Clock routing:
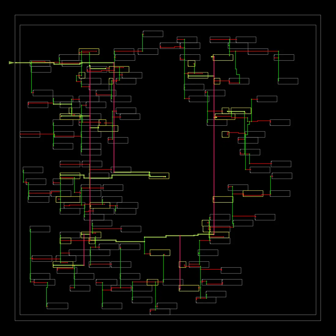
Metal layers overlaid:
Scale: 3 px per micron.
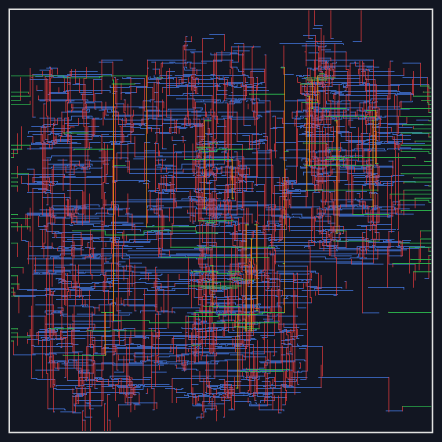
Nets reached from selected ports:
Scale: 3 px per micron.
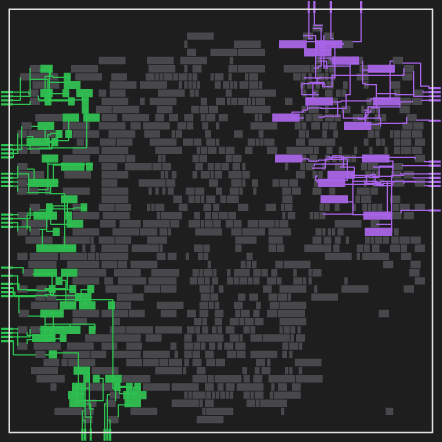
Register map, names as in the netlist:
Scale: 2 px per micron. Other sequential cells in the stronger gray, the rest of the logic in the fainter gray.
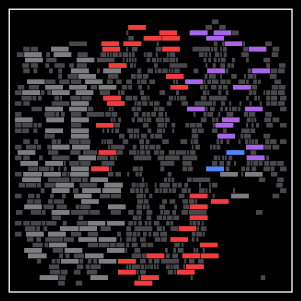
<file path="config.mk">
export PLATFORM = sky130hd
export DESIGN_NAME = clkgen_ctrl
export DESIGN_NICKNAME = d
export VERILOG_FILES = /design/src/rtl/clkgen_ctrl.sv
export SDC_FILE = /design/constraint.sdc
export NUM_CORES = 1
export LEC_CHECK = 0
export CORE_MARGIN = 2
export CORE_UTILIZATION = 39
export DETAILED_ROUTE_END_ITERATION = 10
export SYNTH_ARGS = -nofsm -noshare
export SYNTH_HDL_FRONTEND = slang
export SYNTH_SLANG_ARGS = --single-unit
export TNS_END_PERCENT = 10
</file>
<file path="constraint.sdc">
create_clock -name clkin -period 4.65 [get_ports clkin]
set_clock_uncertainty 0.15 [all_clocks]
set_input_delay 0.465 -clock clkin [delete_from_list [all_inputs] [get_ports clkin]]
set_output_delay 0.465 -clock clkin [all_outputs]
set_load 0.02 [all_outputs]
</file>
<file path="src/rtl/clkgen_ctrl.sv">
`default_nettype none
// ============================================================================
// clkgen_ctrl : run/stop/single-step controller with a glitch-free divider
// Rev 1.0
// ============================================================================
module clkgen_ctrl #(
   parameter int DIV_W        = 32,
   parameter int STEP_W       = 16,
   parameter int DEFAULT_HALF = 25000,
   parameter int AUTO_RUN     = 1
) (
   input  logic              clkin,
   input  logic              rst,
   input  logic              cfg_valid,
   input  logic [DIV_W-1:0]  cfg_half,
   output logic              cfg_ready,
   input  logic              cmd_valid,
   input  logic [1:0]        cmd_op,
   input  logic [STEP_W-1:0] cmd_steps,
   output logic              cmd_ready,
   output logic              clkout,
   output logic              tick,
   output logic              busy,
   output logic [1:0]        state,
   output logic [STEP_W-1:0] steps_left
);

   typedef enum logic [1:0] {
      S_IDLE     = 2'd0,
      S_RUN      = 2'd1,
      S_STEP     = 2'd2,
      S_STOPPING = 2'd3
   } state_t;

   localparam logic [1:0]        c_op_stop  = 2'b00;
   localparam logic [1:0]        c_op_run   = 2'b01;
   localparam logic [1:0]        c_op_step  = 2'b10;
   localparam logic [DIV_W-1:0]  c_half_one = DIV_W'(1);
   localparam logic [DIV_W-1:0]  c_half_rst = DIV_W'(DEFAULT_HALF);
   localparam logic [STEP_W-1:0] c_step_one = STEP_W'(1);

   state_t              r_state;
   state_t              w_state_nxt;
   logic [DIV_W-1:0]    r_cnt;
   logic [DIV_W-1:0]    r_cur_half;
   logic [DIV_W-1:0]    r_pending;
   logic                r_pend_v;
   logic                r_clkout;
   logic                r_tick;
   logic                r_cfg_ready;
   logic [STEP_W-1:0]   r_steps_left;
   logic [STEP_W-1:0]   w_steps_nxt;
   logic [DIV_W-1:0]    w_cfg_val;
   logic                w_cfg_hs;
   logic                w_cmd_hs;
   logic                w_toggle;
   logic                w_rise;
   logic                w_fall;

   assign cmd_ready  = (r_state != S_STOPPING);
   assign cfg_ready  = r_cfg_ready;
   assign clkout     = r_clkout;
   assign tick       = r_tick;
   assign busy       = (r_state == S_STEP) || (r_state == S_STOPPING);
   assign state      = r_state;
   assign steps_left = r_steps_left;

   assign w_cfg_hs  = cfg_valid & r_cfg_ready;
   assign w_cmd_hs  = cmd_valid & cmd_ready;
   assign w_cfg_val = (cfg_half == '0) ? c_half_one : cfg_half;

   // A low phase seen in STOPPING never toggles, so no high phase can start.
   assign w_toggle = (r_state != S_IDLE) && (r_cnt == r_cur_half - c_half_one) &&
                     !((r_state == S_STOPPING) && !r_clkout);
   assign w_rise   = w_toggle & ~r_clkout;
   assign w_fall   = w_toggle &  r_clkout;

   always_comb begin
      w_state_nxt = r_state;
      w_steps_nxt = r_steps_left;
      case (r_state)
         S_IDLE: begin
            // r_cfg_ready is low only until the first edge after reset release
            if (!r_cfg_ready && (AUTO_RUN != 0)) begin
               w_state_nxt = S_RUN;
            end else if (w_cmd_hs && (cmd_op == c_op_run)) begin
               w_state_nxt = S_RUN;
            end else if (w_cmd_hs && (cmd_op == c_op_step) && (cmd_steps != '0)) begin
               w_state_nxt = S_STEP;
               w_steps_nxt = cmd_steps;
            end
         end
         S_RUN: begin
            if (w_cmd_hs && (cmd_op == c_op_stop)) w_state_nxt = S_STOPPING;
         end
         S_STEP: begin
            if (w_cmd_hs && (cmd_op == c_op_stop)) begin
               w_state_nxt = S_STOPPING;
               w_steps_nxt = '0;
            end else if (w_rise) begin
               w_steps_nxt = r_steps_left - c_step_one;
            end else if (w_fall && (r_steps_left == '0)) begin
               w_state_nxt = S_IDLE;
            end
         end
         S_STOPPING: begin
            if (!r_clkout || w_fall) w_state_nxt = S_IDLE;
         end
      endcase
   end

   always_ff @(posedge clkin or negedge rst) begin
      if (!rst) begin
         r_state      <= S_IDLE;
         r_steps_left <= '0;
         r_cfg_ready  <= 1'b0;
      end else begin
         r_state      <= w_state_nxt;
         r_steps_left <= w_steps_nxt;
         r_cfg_ready  <= 1'b1;
      end
   end

   always_ff @(posedge clkin or negedge rst) begin
      if (!rst) begin
         r_cnt    <= '0;
         r_clkout <= 1'b0;
         r_tick   <= 1'b0;
      end else begin
         r_tick <= w_rise;
         if ((w_state_nxt == S_IDLE) || (r_state == S_IDLE)) begin
            r_cnt    <= '0;
            r_clkout <= 1'b0;
         end else if (w_toggle) begin
            r_cnt    <= '0;
            r_clkout <= ~r_clkout;
         end else begin
            r_cnt <= r_cnt + c_half_one;
         end
      end
   end

   // New half-periods only take effect on a phase boundary (or while idle).
   always_ff @(posedge clkin or negedge rst) begin
      if (!rst) begin
         r_cur_half <= c_half_rst;
         r_pending  <= c_half_rst;
         r_pend_v   <= 1'b0;
      end else if ((r_state == S_IDLE) || w_toggle) begin
         if (w_cfg_hs) begin
            r_cur_half <= w_cfg_val;
            r_pend_v   <= 1'b0;
         end else if (r_pend_v) begin
            r_cur_half <= r_pending;
            r_pend_v   <= 1'b0;
         end
      end else if (w_cfg_hs) begin
         r_pending <= w_cfg_val;
         r_pend_v  <= 1'b1;
      end
   end

endmodule
`default_nettype wire

</file>
==> flow_metrics.tcl <==
# metrics dict for downstream scripts
set metrics [dict create \
    irDropWorstVdd_mv 0.286 \
    seq_power_share_pct 39.2 \
    outcome "finished clean" \
    critPathKind "flip-flop to flip-flop" \
    post_cts_resize_count 0 \
    vias_per_cell 5.79 \
    netlist.top_cell.by_instances "sky130_fd_sc_hd__dfrtp_1" \
    logic_area_sq_um 4040 \
    setup_tns_ns 0 \
    ratio_of_cells_with_drive_above_1_in_the_final_layout_pct 17.1 \
    netlist_area_sq_um 7280 \
    post_synth_main_logic_family "simple AND/OR/NAND/NOR gates" \
    nets 840 \
    timing.final.max_slew_violations 0 \
    synth_cell_count_leaders "106 x sky130_fd_sc_hd__dfrtp_1, 71 x sky130_fd_sc_hd__nor2_1, 42 x sky130_fd_sc_hd__nand2_1" \
    core_area_sq_um 18100 \
    worst_setup_path_end_kind "flip-flop" \
    worstSetupEndpoint "r_cur_half[31]$_DFFE_PN0P_" \
    post_synth.cell_area_avg_sq_um 10.2 \
    final_hold_viol_count 0 \
    netSwitchingPower_uw 1560 \
    enable_flop_cells 0 \
    slew_headroom_pct 37.7 \
    globalRouteMet3Util_pct 4.08 \
    area_share_nonclk_buffers_pct 9.92 \
    design_area_sq_um 8800 \
    area.share.combinational_pct 45.9 \
    clock_insertion_delay_worst_skew_ns 0.43 \
    grt_first_pass_wirelength_microns 31200 \
    seq-cell-share_pct 33.7 \
    clock_power_uw 1270 \
    nonClockBufferCount 88 \
    dominant_cells "multi-input combinational cells" \
    die_h_microns 141 \
    worst-path-stages 9 \
    placed_cells_incl_taps 993 \
    fin_crit_ns 4.08 \
    power-top-group "registers" \
    worst_hold_path_type "input pin to async pin" \
    combinationalPower_uw 1400 \
    groute.layer.met2.usage_pct 29.7 \
    r2r_cells 9 \
    timing.rr.start "r_cur_half[9]$_DFFE_PN0P_" \
    path_buffers 1 \
    max-clock-path-buffers 2 \
    critical_path.startpoint "r_cur_half[9]$_DFFE_PN0P_" \
    gpl.final_weighted_congestion 0.884 \
    synth_simple_gate_area_share_pct 21.7 \
    r2r_end "r_cur_half[31]$_DFFE_PN0P_" \
    n_fill_cell 1689 \
    grt.overflow.total 0 \
    cts_hold_repair.buffers 0 \
    initial_utilization_pct 40.1 \
    floorplan.nets 772 \
    power.internal_uw 2840 \
    design.die.area_sq_um 19800 \
    detail_route.wirelength.met1_microns 8960 \
    yosysWarningCount 0 \
    grt_max_degree 70 \
    max_slew.worst_pin.slew_ns 0.926 \
    place.port_buffers 76 \
    synth.cellmix.xorXnorShare_pct 8.18 \
    tritoncts_clock_tree "yes" \
    cts_post_setup_buffers_inserted 0 \
    antenna_cells_inserted 0 \
    post_synth_ao_oa_area_fraction_pct 17.7 \
    area_share_clock_buf_inv_pct 6.54 \
    count_of_unique_library_cells_instantiated_by_yosys 72 \
    number_of_global_route_vias_before_repair 5930 \
    final_cell_count_no_fill 1025 \
    grt.total_usage_pct 19.8 \
    finalHoldWorstSlack_ns 0.0365 \
    setup_viol 0 \
]
## Picture notes: 'clock routing'
seq_cells: 118
layout clock buffer count: 20

## Picture notes: 'metal layers overlaid'
Red stands for M2, wire length 8210 microns. Blue stands for M1, wire length 8960 microns. Orange stands for M4, wire length 551 microns. Green stands for M3, wire length 1080 microns.

## Picture notes: 'nets reached from selected ports'
Purple stands for steps_left, bits 16, direction output, edge 12 right, 4 top, end cells 16, buffers 16, wire 815 microns. Green stands for cfg_half, bits 32, direction input, edge 26 left, 6 bottom, end cells 71, buffers 32, wire 984 microns.

## Picture notes: 'register map, names as in the netlist'
Purple stands for steps_left, placed flops 16. Red stands for r_cnt, placed flops 32. Blue stands for state, placed flops 2.

Power figures rest on the tool's default switching activity, not on a simulated workload.
